--- config.mk ---
export PLATFORM = sky130hd
export DESIGN_NAME = window_buffer
export DESIGN_NICKNAME = d
export VERILOG_FILES = /design/src/rtl/window_buffer.sv
export SDC_FILE = /design/constraint.sdc
export NUM_CORES = 2
export LEC_CHECK = 0
export ABC_AREA = 1
export CORE_ASPECT_RATIO = 1.25
export CORE_MARGIN = 8
export CORE_UTILIZATION = 61
export DETAILED_ROUTE_END_ITERATION = 10
export GPL_TIMING_DRIVEN = 1
export PLACE_DENSITY_LB_ADDON = 0.08
export SLEW_MARGIN = 15
export SYNTH_ARGS = -nofsm -noshare
export SYNTH_HDL_FRONTEND = slang
export SYNTH_SLANG_ARGS = --single-unit
--- constraint.sdc ---
create_clock -name clk -period 3.5 [get_ports clk]
set_input_delay 0.7 -clock clk [delete_from_list [all_inputs] [get_ports clk]]
set_output_delay 0.7 -clock clk [all_outputs]
set_load 0.02 [all_outputs]
--- src/rtl/window_buffer.sv ---
// Sliding KSIZE x KSIZE window generator for raster-order pixel streams.
// Line memories supply the upper rows of each new window column.
module window_buffer #(
    parameter int WIDTH    = 16,
    parameter int KSIZE    = 3,
    parameter int MAX_COLS = 32
) (
    input  logic                             clk,
    input  logic                             rst,
    input  logic                             ce,
    input  logic                             sof,
    input  logic                             in_valid,
    input  logic [WIDTH-1:0]                 data_in,
    input  logic [$clog2(MAX_COLS+1)-1:0]    cols,
    input  logic [15:0]                      rows,
    output logic [KSIZE*KSIZE*WIDTH-1:0]     window,
    output logic                             win_valid,
    output logic                             frame_done,
    output logic                             cfg_err
);

    localparam int CW = $clog2(MAX_COLS + 1);
    localparam int AW = (MAX_COLS > 1) ? $clog2(MAX_COLS) : 1;
    localparam int NL = KSIZE - 1;

    typedef enum logic {
        S_IDLE,
        S_ACTIVE
    } state_t;

    state_t             state_reg, state_next;
    logic [CW-1:0]      col_reg, col_next;
    logic [CW-1:0]      cols_reg, cols_next;
    logic [15:0]        row_reg, row_next;
    logic [15:0]        rows_reg, rows_next;
    logic               win_valid_reg, win_valid_next;
    logic               frame_done_reg, frame_done_next;
    logic               cfg_err_reg, cfg_err_next;

    logic               accept;
    logic               cfg_legal;
    logic               last_col;
    logic               last_row;
    logic [AW-1:0]      wr_addr;
    logic [AW-1:0]      rd_addr;
    logic [NL*WIDTH-1:0]    lm_out;     // slice 0 = previous row, slice NL-1 = oldest row
    logic [KSIZE*WIDTH-1:0] col_in;     // slice 0 = top of the incoming column
    logic [WIDTH-1:0]   win_reg [KSIZE][KSIZE];

    assign accept    = ce & in_valid & ((state_reg == S_ACTIVE) | sof);
    assign cfg_legal = (cols >= CW'(KSIZE)) && (cols <= CW'(MAX_COLS)) && (rows >= 16'(KSIZE));
    assign last_col  = ((CW+1)'(col_reg) + (CW+1)'(1)) == (CW+1)'(cols_reg);
    assign last_row  = (17'(row_reg) + 17'd1) == 17'(rows_reg);

    // --- control: next-state logic ---
    always_comb begin
        state_next      = state_reg;
        col_next        = col_reg;
        row_next        = row_reg;
        cols_next       = cols_reg;
        rows_next       = rows_reg;
        win_valid_next  = win_valid_reg;
        frame_done_next = frame_done_reg;
        cfg_err_next    = cfg_err_reg;

        if (ce) begin
            win_valid_next  = 1'b0;
            frame_done_next = 1'b0;
        end

        if (accept) begin
            if (sof) begin
                // The sof beat is pixel (0,0); counters advance past it immediately.
                cols_next    = cols;
                rows_next    = rows;
                col_next     = CW'(1);
                row_next     = '0;
                cfg_err_next = ~cfg_legal;
                state_next   = cfg_legal ? S_ACTIVE : S_IDLE;
            end else begin
                win_valid_next = (row_reg >= 16'(KSIZE-1)) && (col_reg >= CW'(KSIZE-1));
                if (last_col) begin
                    col_next = '0;
                    if (last_row) begin
                        row_next        = '0;
                        state_next      = S_IDLE;
                        frame_done_next = 1'b1;
                    end else begin
                        row_next = row_reg + 16'd1;
                    end
                end else begin
                    col_next = col_reg + CW'(1);
                end
            end
        end
    end

    // --- control: state register ---
    always_ff @(posedge clk or negedge rst) begin
        if (!rst) begin
            state_reg      <= S_IDLE;
            col_reg        <= '0;
            row_reg        <= '0;
            cols_reg       <= '0;
            rows_reg       <= '0;
            win_valid_reg  <= 1'b0;
            frame_done_reg <= 1'b0;
            cfg_err_reg    <= 1'b0;
        end else begin
            state_reg      <= state_next;
            col_reg        <= col_next;
            row_reg        <= row_next;
            cols_reg       <= cols_next;
            rows_reg       <= rows_next;
            win_valid_reg  <= win_valid_next;
            frame_done_reg <= frame_done_next;
            cfg_err_reg    <= cfg_err_next;
        end
    end

    // Read data is prefetched for the column of the next pixel, so it is ready when it arrives.
    assign wr_addr = sof ? '0 : col_reg[AW-1:0];
    assign rd_addr = col_next[AW-1:0];

    genvar gi, gj;
    generate
        for (gi = 0; gi < NL; gi++) begin : g_line
            logic [WIDTH-1:0] mem [0:MAX_COLS-1];
            logic [WIDTH-1:0] rd_q;
            logic [WIDTH-1:0] wr_d;

            if (gi == 0) begin : g_first
                assign wr_d = data_in;
            end else begin : g_chain
                assign wr_d = lm_out[(gi-1)*WIDTH +: WIDTH];
            end

            always_ff @(posedge clk) begin
                if (ce) begin
                    if (accept) begin
                        mem[wr_addr] <= wr_d;
                    end
                    rd_q <= mem[rd_addr];
                end
            end

            assign lm_out[gi*WIDTH +: WIDTH] = rd_q;
        end

        for (gi = 0; gi < KSIZE; gi++) begin : g_col
            if (gi == KSIZE-1) begin : g_new
                assign col_in[gi*WIDTH +: WIDTH] = data_in;
            end else begin : g_mem
                assign col_in[gi*WIDTH +: WIDTH] = lm_out[(KSIZE-2-gi)*WIDTH +: WIDTH];
            end
        end

        for (gi = 0; gi < KSIZE; gi++) begin : g_win_row
            for (gj = 0; gj < KSIZE; gj++) begin : g_win_col
                assign window[((gi*KSIZE)+gj)*WIDTH +: WIDTH] = win_reg[gi][gj];
            end
        end
    endgenerate

    // --- window register array: shift left, new column enters on the right ---
    always_ff @(posedge clk or negedge rst) begin
        if (!rst) begin
            for (int i = 0; i < KSIZE; i++) begin
                for (int j = 0; j < KSIZE; j++) begin
                    win_reg[i][j] <= '0;
                end
            end
        end else if (accept) begin
            for (int i = 0; i < KSIZE; i++) begin
                for (int j = 0; j < KSIZE-1; j++) begin
                    win_reg[i][j] <= win_reg[i][j+1];
                end
                win_reg[i][KSIZE-1] <= col_in[i*WIDTH +: WIDTH];
            end
        end
    end

    assign win_valid  = win_valid_reg;
    assign frame_done = frame_done_reg;
    assign cfg_err    = cfg_err_reg;

endmodule

Fig. 1: routing congestion
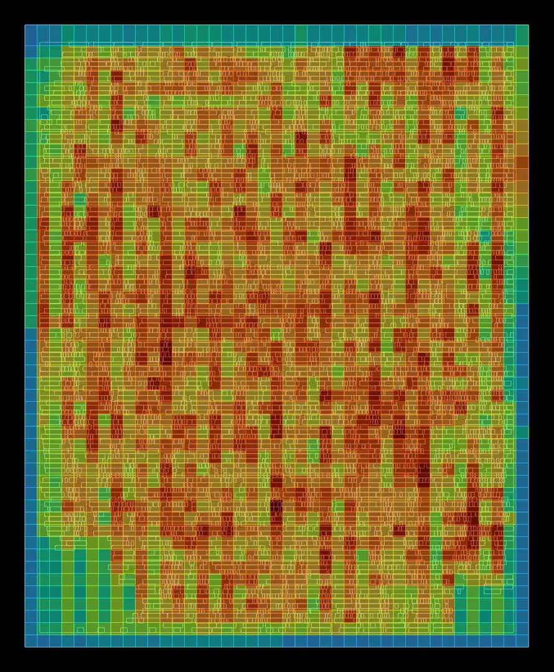
gr usage total: 0.312
GR Util met3: 0.0502
drt wl/cell: 23.8 um

Fig. 2: the metal 3 layer
Scale: 1 px per um.
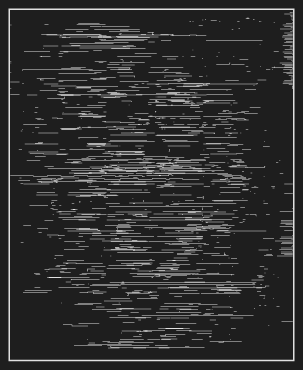
wire length on this layer: 15000 um
longest straight run: 146 um
nets with wire on the layer: 465
DR vias: 38800
Detailed Route WL: 157000 um

Fig. 3: gate families picked out
Scale: 1.5 px per um.
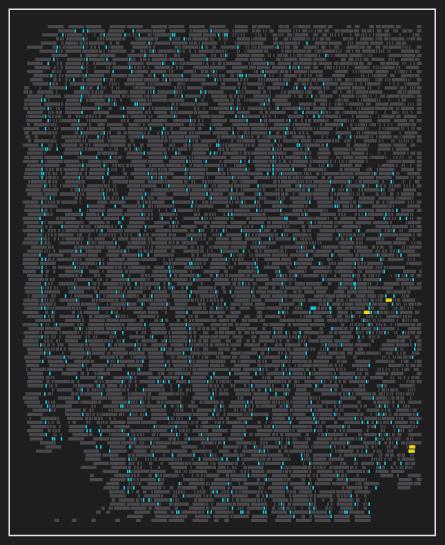
| color | family | cells | most used |
|---|---|---|---|
| cyan | inv cells | 675 | inv_1 |
| yellow | fa/ha/maj cells | 4 | ha_1 |
Finished Layout Cells: 6615
combinational share of cell area: 0.221
Top cell excl fill/tap: nand2_1

==> metrics.yaml <==
run_status:
  status: "finished, final reports clean"
logic_synthesis:
  ys_sh_simple: 0.242
  synthTopCellsByCount: "nand2_1, edfxtp_1, nand3_1"
  netlist_top_cells_area: "edfxtp_1, nand3_1, dfrtp_1, nand2_1, nand3b_1"
  flop_cell: "edfxtp_1"
  adder_share: 0.000921
  synth_flops: 1248
  ys_chip_area_um2: 54400
  edf_count: 1056
  synth_top_cell_by_count: "nand2_1"
  synth.largest_area_cell: "edfxtp_1"
  synthArstFlopShare: 0.154
  xor_area_frac: 0.00341
  ys_types: 39
  synthTopLogicFamily: "simple AND/OR/NAND/NOR gates"
  ys_seq_share: 0.672
  top_area_frac: 0.583
  ys_sh_aoi: 0.00753
  synthCells: 5056
  ys_cells: 5056
  syn_area_um2: 54400
  synth_nets: 5103
  syn_avg_cell_area_um2: 10.8
die:
  dieArea_um2: 99000
  initCoreUtil: 0.615
  rows: 122
  die_h_um: 350
  placeableCoreArea_um2: 88400
  ios: 190
pwr:
  powerSeq_mw: 19.0
  pg_clk_mw: 12.6
  ir_worst_vdd_mv: 0.521
  swShare: 0.326
  switchingPower_mw: 14.3
  p_seq_frac: 0.432
  p_comb_mw: 12.3
  total_power_mw: 43.9
  top_power_group: "sequential cells"
  power.density_nw_per_um2: 686
  intPower_mw: 29.6
  power_frac_comb: 0.280
  leakage_nw: 26.1
  clkPwrFrac: 0.288
setup_path:
  arrival_ns: 3.67
  path_buffers: 3
  crit_path_cell_trace: "ha_1 -> nand2_1 -> inv_1 -> nor2_1 -> nand2_1 -> nor2_1 -> nand2_1 -> nor2_4 -> nand3_4 -> nand2_8 -> buf_4 -> buf_16 -> nand2_1 -> nand3_1 -> nand3_1 -> nand3_1 -> nand2_1 -> nand2_1 -> nand2_1"
  crit_family: "simple AND/OR/NAND/NOR gates"
  critPathRequiredTime_ns: 3.93
  end_kind: "flip-flop"
  cpMostUsedCell: "nand2_1"
  slowest_delay_ns: 0.50
  critPathMaxFanout: 47
  startpoint_type: "flip-flop"
  critPathSlowestCell: "dfrtp_2"
clock_network:
  post_cts_buffers: 0
  cts_root_buf: "clkbuf_16"
  ctsHoldBuffers: 1
  insertion_delay_ns: 0.71
  cts_buffers: 120
  cts_tree: "built"
  clockBufferDepth: 3
  cts_resized: 0
  cts.sinks: 1248
  clk_pin_slew_ns: 0.06
  htree_levels: 3
layout:
  largest_reg_flops: 1024
  drive_gt1_frac: 0.0953
  final-clk-cell-share: 0.0599
  area_dominant_class: "registers"
  fill_cells: 6142
  nonClkBufAreaFrac: 0.0862
  buffers: 472
  lay_top_cells: "nand2_1, edfxtp_1, nand3_1"
  diodes: 2
  areaGrowthSynthToFinish_pct: 17.8
  flop-count: 1248
  comb_area_um2: 14100
  register_area_um2: 36500
  inv_count: 675
  seq_share: 0.570
  regMostFlops: "g_line.mem"
  stdcell_area_um2: 64000
  num-multi-input-gates: 2815
  postLayoutCoreUtil: 0.724
sta:
  fin_crit_ns: 3.24
  finalHoldViolCount: 0
  setup_violations: 0
  fin_worst_skew_ns: 0.0297
  max_freq_mhz: 309
  rsz0062_at_grt: "no"
  max_slew_margin: 0.201
  period_used_share: 0.925
  hold_slack_ns: 0.466
  tightest_slew_ns: 1.20
  final_max_slew_viol_count: 0
flow_run:
  openroad.warnings: 30
  drv_cap: 0
worst_hold_path:
  hold_path_class: "reg2reg"
global_route:
  grt_pass1_wl_um: 234000
  grt_start_max_net_pins: 129
  overflow: 0
  grt_pass1_vias: 37500
  antenna_found_initial: 4
detailed_routing:
  ant_nets: 0
  viasPerCell: 5.87
  firstDrtPassIters: 6
  drtIter0Drc: 4303
placed_design:
  place_ws_ns: 0.0409
  portBuffers: 189
  dp.cells: 6378
  dp_hpwl_um: 94200
  place_area_um2: 60000
[final timing paths]
| kind | startpoint | end | slack [ns] | cells past startpoint |
|---|---|---|---|---|
| setup / recovery | col_reg[1] | g_line[1].rd_q[13] | 0.26 | 19 |
| hold / removal | g_line[1].rd_q[13] | window[45] | 0.47 | 2 |
| setup reg to reg | col_reg[1] | g_line[1].rd_q[13] | 0.26 | 19 |
| hold reg to reg | g_line[1].rd_q[13] | window[45] | 0.47 | 2 |
| max in group asynchronous | rst | window[91] | 2.16 | 3 |
| min in group asynchronous | rst | row_reg[0] | 0.52 | 2 |
[layer usage]
layer	track usage	routed length [um]	vias to the layer above
li1	-	-	17600
met1	0.402	58100	18800
met2	0.522	76500	2002
met3	0.0502	15000	369
met4	0.143	7530	2
met5	0	13	-
Power and IR drop assume default switching activity.
